--- src/rtl/ddf_flux_rr_sched.sv ---
// ---------------------------------------------------------------------------
// ddf_flux_rr_sched
//
// Round-robin read scheduler sitting between a shared multi-flux FIFO and a
// single downstream sink. An arbitration cycle picks the next non-empty flux
// starting at the round-robin pointer. The grant then drains up to a
// configurable burst of tokens from that flux at one token per cycle.
// Read data comes back from the FIFO one cycle after the strobe. It is
// registered once more before it is presented downstream, so a read issued
// in cycle t appears as a write in cycle t+2.
//
// Parameters
//   WIDTH    data token width
//   FLUX     number of flux streams (2..8)
//   BURST_W  width of the burst configuration
//
// Ports
//   ck         clock, rising edge
//   rst        asynchronous active-high reset
//   cfg_burst  tokens per grant (0 behaves as 1), sampled only at grant time
//   in_empty   per-flux empty flags from the FIFO
//   in_read    per-flux read strobes to the FIFO (one-hot or zero)
//   in_data    shared FIFO read data, valid the cycle after a strobe
//   full       downstream almost-full (at least 2 entries of slack)
//   wr         downstream write strobe
//   out_data   token to downstream
//   out_flux   source flux of out_data, qualified by wr
//   busy       high while a grant is active
// ---------------------------------------------------------------------------
module ddf_flux_rr_sched #(
    parameter int WIDTH   = 8,
    parameter int FLUX    = 2,
    parameter int BURST_W = 4,
    localparam int FLUX_W = (FLUX > 1) ? $clog2(FLUX) : 1
) (
    input  logic               ck,
    input  logic               rst,
    input  logic [BURST_W-1:0] cfg_burst,
    input  logic [FLUX-1:0]    in_empty,
    output logic [FLUX-1:0]    in_read,
    input  logic [WIDTH-1:0]   in_data,
    input  logic               full,
    output logic               wr,
    output logic [WIDTH-1:0]   out_data,
    output logic [FLUX_W-1:0]  out_flux,
    output logic               busy
);

    typedef enum logic {
        ARB  = 1'b0,
        XFER = 1'b1
    } state_t;

    state_t             state;
    state_t             state_nxt;
    logic [FLUX_W-1:0]  rr_ptr;
    logic [FLUX_W-1:0]  rr_ptr_nxt;
    logic [FLUX_W-1:0]  g;
    logic [FLUX_W-1:0]  g_nxt;
    logic [FLUX_W-1:0]  g_inc;
    logic [BURST_W-1:0] burst;
    logic [BURST_W-1:0] burst_nxt;
    logic [BURST_W:0]   cnt;
    logic [BURST_W:0]   cnt_nxt;
    logic [BURST_W:0]   burst_ext;
    logic               rd_en;
    logic               found;
    logic [FLUX_W-1:0]  found_idx;
    logic               rd_q;
    logic [FLUX_W-1:0]  rd_flux_q;

    // Index of the flux that is 'offs' positions after 'base', wrapping
    // at FLUX. FLUX need not be a power of two, so a plain truncating add
    // would not wrap correctly.
    function automatic logic [FLUX_W-1:0] wrap_idx(
        input logic [FLUX_W-1:0] base,
        input int                offs
    );
        int sum;
        sum = 0;
        sum[FLUX_W-1:0] = base;
        sum = sum + offs;
        if (sum >= FLUX) begin
            sum = sum - FLUX;
        end
        return sum[FLUX_W-1:0];
    endfunction

    // The counter is one bit wider than the burst, so comparisons are done
    // against a zero-extended copy of the latched burst.
    assign burst_ext = {1'b0, burst};

    // Successor of the granted flux. The pointer moves here when a grant
    // is released, which gives the other flux their turn before this one
    // comes round again.
    assign g_inc = (g == FLUX_W'(FLUX - 1)) ? '0 : g + 1'b1;

    assign busy = (state == XFER);

    // Round-robin search: walk the flux starting at rr_ptr and take the
    // first one that has data. Only the arbitration state consumes the
    // result, so the search runs every cycle without side effects.
    always_comb begin
        found     = 1'b0;
        found_idx = '0;
        for (int i = 0; i < FLUX; i++) begin
            if (!found && !in_empty[wrap_idx(rr_ptr, i)]) begin
                found     = 1'b1;
                found_idx = wrap_idx(rr_ptr, i);
            end
        end
    end

    // Next-state and read-strobe logic.
    //
    // ARB always costs exactly one cycle and never reads. It latches the
    // grant and the burst length, so later changes to cfg_burst only take
    // effect at the next arbitration.
    //
    // XFER reads whenever the granted flux has data, downstream is not
    // almost-full, and the burst is not used up. The grant is released in
    // the same cycle as the last read of the burst. Releasing then leaves
    // exactly one idle arbitration cycle between grants. The grant is also
    // released when the flux runs dry. An almost-full downstream alone
    // simply holds the grant.
    always_comb begin
        state_nxt  = state;
        rr_ptr_nxt = rr_ptr;
        g_nxt      = g;
        burst_nxt  = burst;
        cnt_nxt    = cnt;
        rd_en      = 1'b0;
        in_read    = '0;
        case (state)
            ARB: begin
                if (found) begin
                    g_nxt     = found_idx;
                    burst_nxt = (cfg_burst == '0) ? BURST_W'(1) : cfg_burst;
                    cnt_nxt   = '0;
                    state_nxt = XFER;
                end
            end
            XFER: begin
                rd_en = !in_empty[g] && !full && (cnt < burst_ext);
                if (rd_en) begin
                    in_read[g] = 1'b1;
                    cnt_nxt    = cnt + 1'b1;
                    if ((cnt + 1'b1) == burst_ext) begin
                        state_nxt  = ARB;
                        rr_ptr_nxt = g_inc;
                    end
                end else if (in_empty[g] || (cnt >= burst_ext)) begin
                    state_nxt  = ARB;
                    rr_ptr_nxt = g_inc;
                end
            end
            default: begin
                state_nxt = ARB;
            end
        endcase
    end

    // Control state register. Reset returns to arbitration with flux 0
    // first in line. Because in_read and busy are decoded from this state,
    // both drop as soon as reset is asserted.
    always_ff @(posedge ck or posedge rst) begin
        if (rst) begin
            state  <= ARB;
            rr_ptr <= '0;
            g      <= '0;
            burst  <= '0;
            cnt    <= '0;
        end else begin
            state  <= state_nxt;
            rr_ptr <= rr_ptr_nxt;
            g      <= g_nxt;
            burst  <= burst_nxt;
            cnt    <= cnt_nxt;
        end
    end

    // Output pipeline.
    //
    // rd_q marks that a read strobe went out last cycle, so in_data is
    // valid now. That data is registered together with the flux it came
    // from, and wr is raised for exactly one cycle per read. Every read
    // therefore yields one write, even if full rises meanwhile; the
    // downstream slack absorbs those writes.
    //
    // Reset clears rd_q, which discards a read that is still in flight.
    always_ff @(posedge ck or posedge rst) begin
        if (rst) begin
            rd_q      <= 1'b0;
            rd_flux_q <= '0;
            wr        <= 1'b0;
            out_data  <= '0;
            out_flux  <= '0;
        end else begin
            rd_q      <= rd_en;
            rd_flux_q <= g;
            wr        <= rd_q;
            if (rd_q) begin
                out_data <= in_data;
                out_flux <= rd_flux_q;
            end
        end
    end

endmodule

--- config.mk ---
export PLATFORM = sky130hd
export DESIGN_NAME = ddf_flux_rr_sched
export DESIGN_NICKNAME = d
export VERILOG_FILES = /design/src/rtl/ddf_flux_rr_sched.sv
export SDC_FILE = /design/constraint.sdc
export NUM_CORES = 1
export LEC_CHECK = 0
export ABC_AREA = 1
export CAP_MARGIN = 40
export CORE_ASPECT_RATIO = 1.5
export CORE_UTILIZATION = 40
export DETAILED_ROUTE_END_ITERATION = 10
export DONT_BUFFER_PORTS = 1
export GPL_ROUTABILITY_DRIVEN = 0
export HOLD_SLACK_MARGIN = 0.05
export PLACE_DENSITY_LB_ADDON = 0.3
export SETUP_SLACK_MARGIN = 0.02
export SLEW_MARGIN = 0
export SYNTH_ARGS = -nofsm -noshare
export SYNTH_HDL_FRONTEND = slang
export SYNTH_SLANG_ARGS = --single-unit
--- constraint.sdc ---
create_clock -name ck -period 2.2 [get_ports ck]
set_input_delay 0.44 -clock ck [delete_from_list [all_inputs] [get_ports ck]]
set_output_delay 0.44 -clock ck [all_outputs]
set_load 0.02 [all_outputs]
Pin map:
Drawn at 6 px/um. Pins as bars across the die edge, other pins in gray.
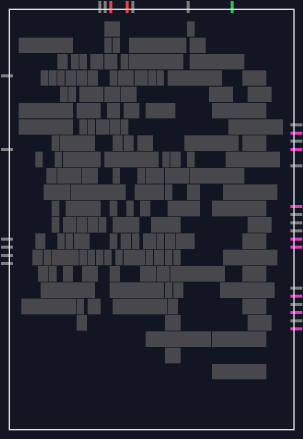
color	port	pins	direction	edge
magenta	in_data	8	input	right
green	out_flux	1	output	top
red	in_read	2	output	top

==> results.cfg <==
; synthesis and place-and-route metrics
[global_routing]
antenna_found_initial = 0
grt_pass1_vias = 911
grt.total_usage_pct = 16.00
grt_pass1_wl_um = 3836
grt-ovfl-total = 0
grt_max_degree = 25

[finish]
design_area_sq_um = 1475
area_delta_synth_final_pct = 20.31
most-common-layout-cells = nand2_1, dfrtp_1, buf_4
n_antenna_cell = 0
nFillCells = 279
reg_top3 = out_data (8), cnt (5), burst (4)
drive_above_1_share_pct = 35.17
largest_reg_flops = 8
layout.nets = 168
final_common_cell = nand2_1
largest-register = out_data

[timing]
rsz0062_at_grt = yes
max_freq_mhz = 467.7
fin_crit_ps = 2138
period_used_pct = 97.18
holdWs_ps = 99.68
relSlewSlack_pct = 57.87
setup_violations = 0
hold_violations = 0
fin_skew_ps = 4.805
layout_setup_ws_ps = 61.94
worst_pin_slew_ps = 631.9

[worst_setup_path]
worstSetupEndpointType = primary output
slowest_stage = dfrtp_1
cp.required_ps = 1760
path_class = reg -> out
crit_path_start_kind = flip-flop
slowest_delay_ps = 420
path_cells = ha_4 > nand2_2 > inv_2 > o21ai_4 > nand3_4 > nor2_4 > nand2_4 > nor2_1 > buf_4
arrival_ps = 1700
worstPathMaxFanout = 3

[yosys]
ys_seq_share_pct = 48.98
fp_nets = 151
ys_ff = 24
edf_count = 0
yosysCellCount = 129
async_flop_share_pct = 100.0
netlist_area_sq_um = 1226
ys_warn_count = 0
synth_cells = 129
avgSynthCellArea_sq_um = 9.505
synth_cell_types = 25
ys_chip_area_sq_um = 1226

[power]
p_leak_nw = 0.7001
vdd_drop_max_mv = 0.6603
p_per_area_nw_per_um2 = 1419

[floorplan]
core_area_sq_um = 2913
fp.dieW_um = 47.21
rows = 24
fp.dieH_um = 69.81
core_util_floorplan_pct = 42.10
io_pins = 30
die_area_sq_um = 3295

[clock_network]
numCtsBuffers = 3
cts.sinks = 24
insertion_delay_ps = 260
root_buffer = clkbuf_8
clk_pin_slew_ps = 80
hold_buffers = 0
cts_tree = built
htree_levels = 1
clk_path_buf_depth = 2

[hold_path]
hp-class = in -> async

[route]
drt_first_iter_violations = 32
vias_per_cell = 5.065
wl_um = 2334
first_pass_iters = 4
dr_total_vias = 932
drc = 0
wl_per_cell_um = 12.68

[flow_run]
warnings = 27
maxCapViolations = 0

[placed_design]
dp_hpwl_um = 1720
pre_cts_ws_ps = 215.3
placed_cell_area_sq_um = 1300
numPortBuffers = 0

[run_status]
status = finished clean
I/O nets highlighted:
Drawn at 4 px/um.
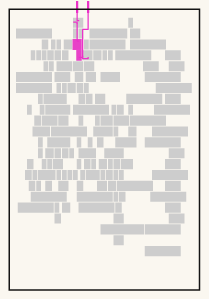
color	port	bits	direction	edge	end cells	buffers	wire
magenta	in_read	2	output	top	2	2	25.3 um

cell usage after synthesis (2+ instances only):
library cell	instances	area, sq um
o21ai_0	6	30.03
nand3_1	10	50.05
mux2_2	9	101.4
inv_2	2	7.510
inv_1	15	56.30
a21oi_1	3	15.01
ha_1	5	62.56
dfrtp_1	24	600.6
nor2_2	3	18.77
o21ai_2	2	17.52
nand2_1	26	97.59
nor2_1	7	26.28
o21ai_1	3	15.01
nand4_1	2	12.51
nand2_2	2	12.51
kinds of logic after synthesis:
kind of cell,Yosys count,synth area share (%)
AOI/OAI and AO/OA,15,6.837
xor gates and xnor gates,1,0.7144
adders and majority gates,5,5.102
buffers and inverters,18,5.612
DFF,24,48.98
muxes,9,8.266
and+or+nand+nor,57,24.49
routing by layer:
metal	part of all wire, %	vias up	track usage, %
met2	54	29	26.39
met5	0	-	0
met1	40	444	19.26
li1	-	455	-
met3	3.9	4	2.604
met4	1.8	0	7.302
through the flow:
stage / setup TNS (ps) / util (%) / cells / power, W
3_3_place_gp: 0 / 44.63 / 171 / 0.001559
6_report: 0 / 50.64 / 184 / 0.002094
5_1_grt: -65.31 / 50.64 / 184 / 0.002271
2_1_floorplan: 0 / - / 129 / 0.001435
3_5_place_dp: 0 / 44.63 / 171 / 0.001587
4_1_cts: 0 / 49.61 / 182 / 0.002061
area by class of cell:
class | count | area, sq um | share of cell area (%)
sequential | 24 | 601.8 | 40.80
clock buffer | 3 | 41.29 | 2.799
inverter | 17 | 63.81 | 4.326
multi-input combinational | 87 | 591.8 | 40.12
timing repair buffer | 13 | 97.59 | 6.616
tap | 39 | 48.80 | 3.308
clock inverter | 1 | 30.03 | 2.036
where the power goes:
part | switching, W | leakage (nW) | internal (W)
Sequential | 0.000264 | 0.298 | 0.000625
Combinational | 0.000442 | 0.367 | 0.000389
Clock | 0.000131 | 0.0357 | 0.000243
path summary, 6_finish.rpt:
check / from / endpoint / slack (ps) / cells after the start
max in group asynchronous: rst / cnt[1]$_DFFE_PP0P_ / 1860 / 2
max reg2reg: cnt[1]$_DFFE_PP0P_ / rr_ptr$_DFFE_PP0P_ / 450 / 10
min reg2reg: g$_DFFE_PP0P_ / rd_flux_q$_DFF_PP0_ / 480 / 0
min in group ck: full / rd_q$_DFF_PP0_ / 250 / 1
min: rst / g$_DFFE_PP0P_ / 100 / 2
max: cnt[2]$_DFFE_PP0P_ / in_read[0] / 60 / 9
critical path, delay by kind of cell (launching register included):
family / cells / cell delay [ps]
buffers and inverters: 2 / 180
flip-flops: 1 / 420
adder cells (fa/ha/maj): 1 / 250
AND-OR/OR-AND: 1 / 160
AND/OR/NAND/NOR: 5 / 420
timing repair:
action / 4_1_cts / 5_1_grt
resized: 7 / 5
setup endpoints to repair: 2 / 2
pin swaps: 6 / 7
buffers inserted: 7 / 2
Power figures rest on the tool's default switching activity, not on a simulated workload.
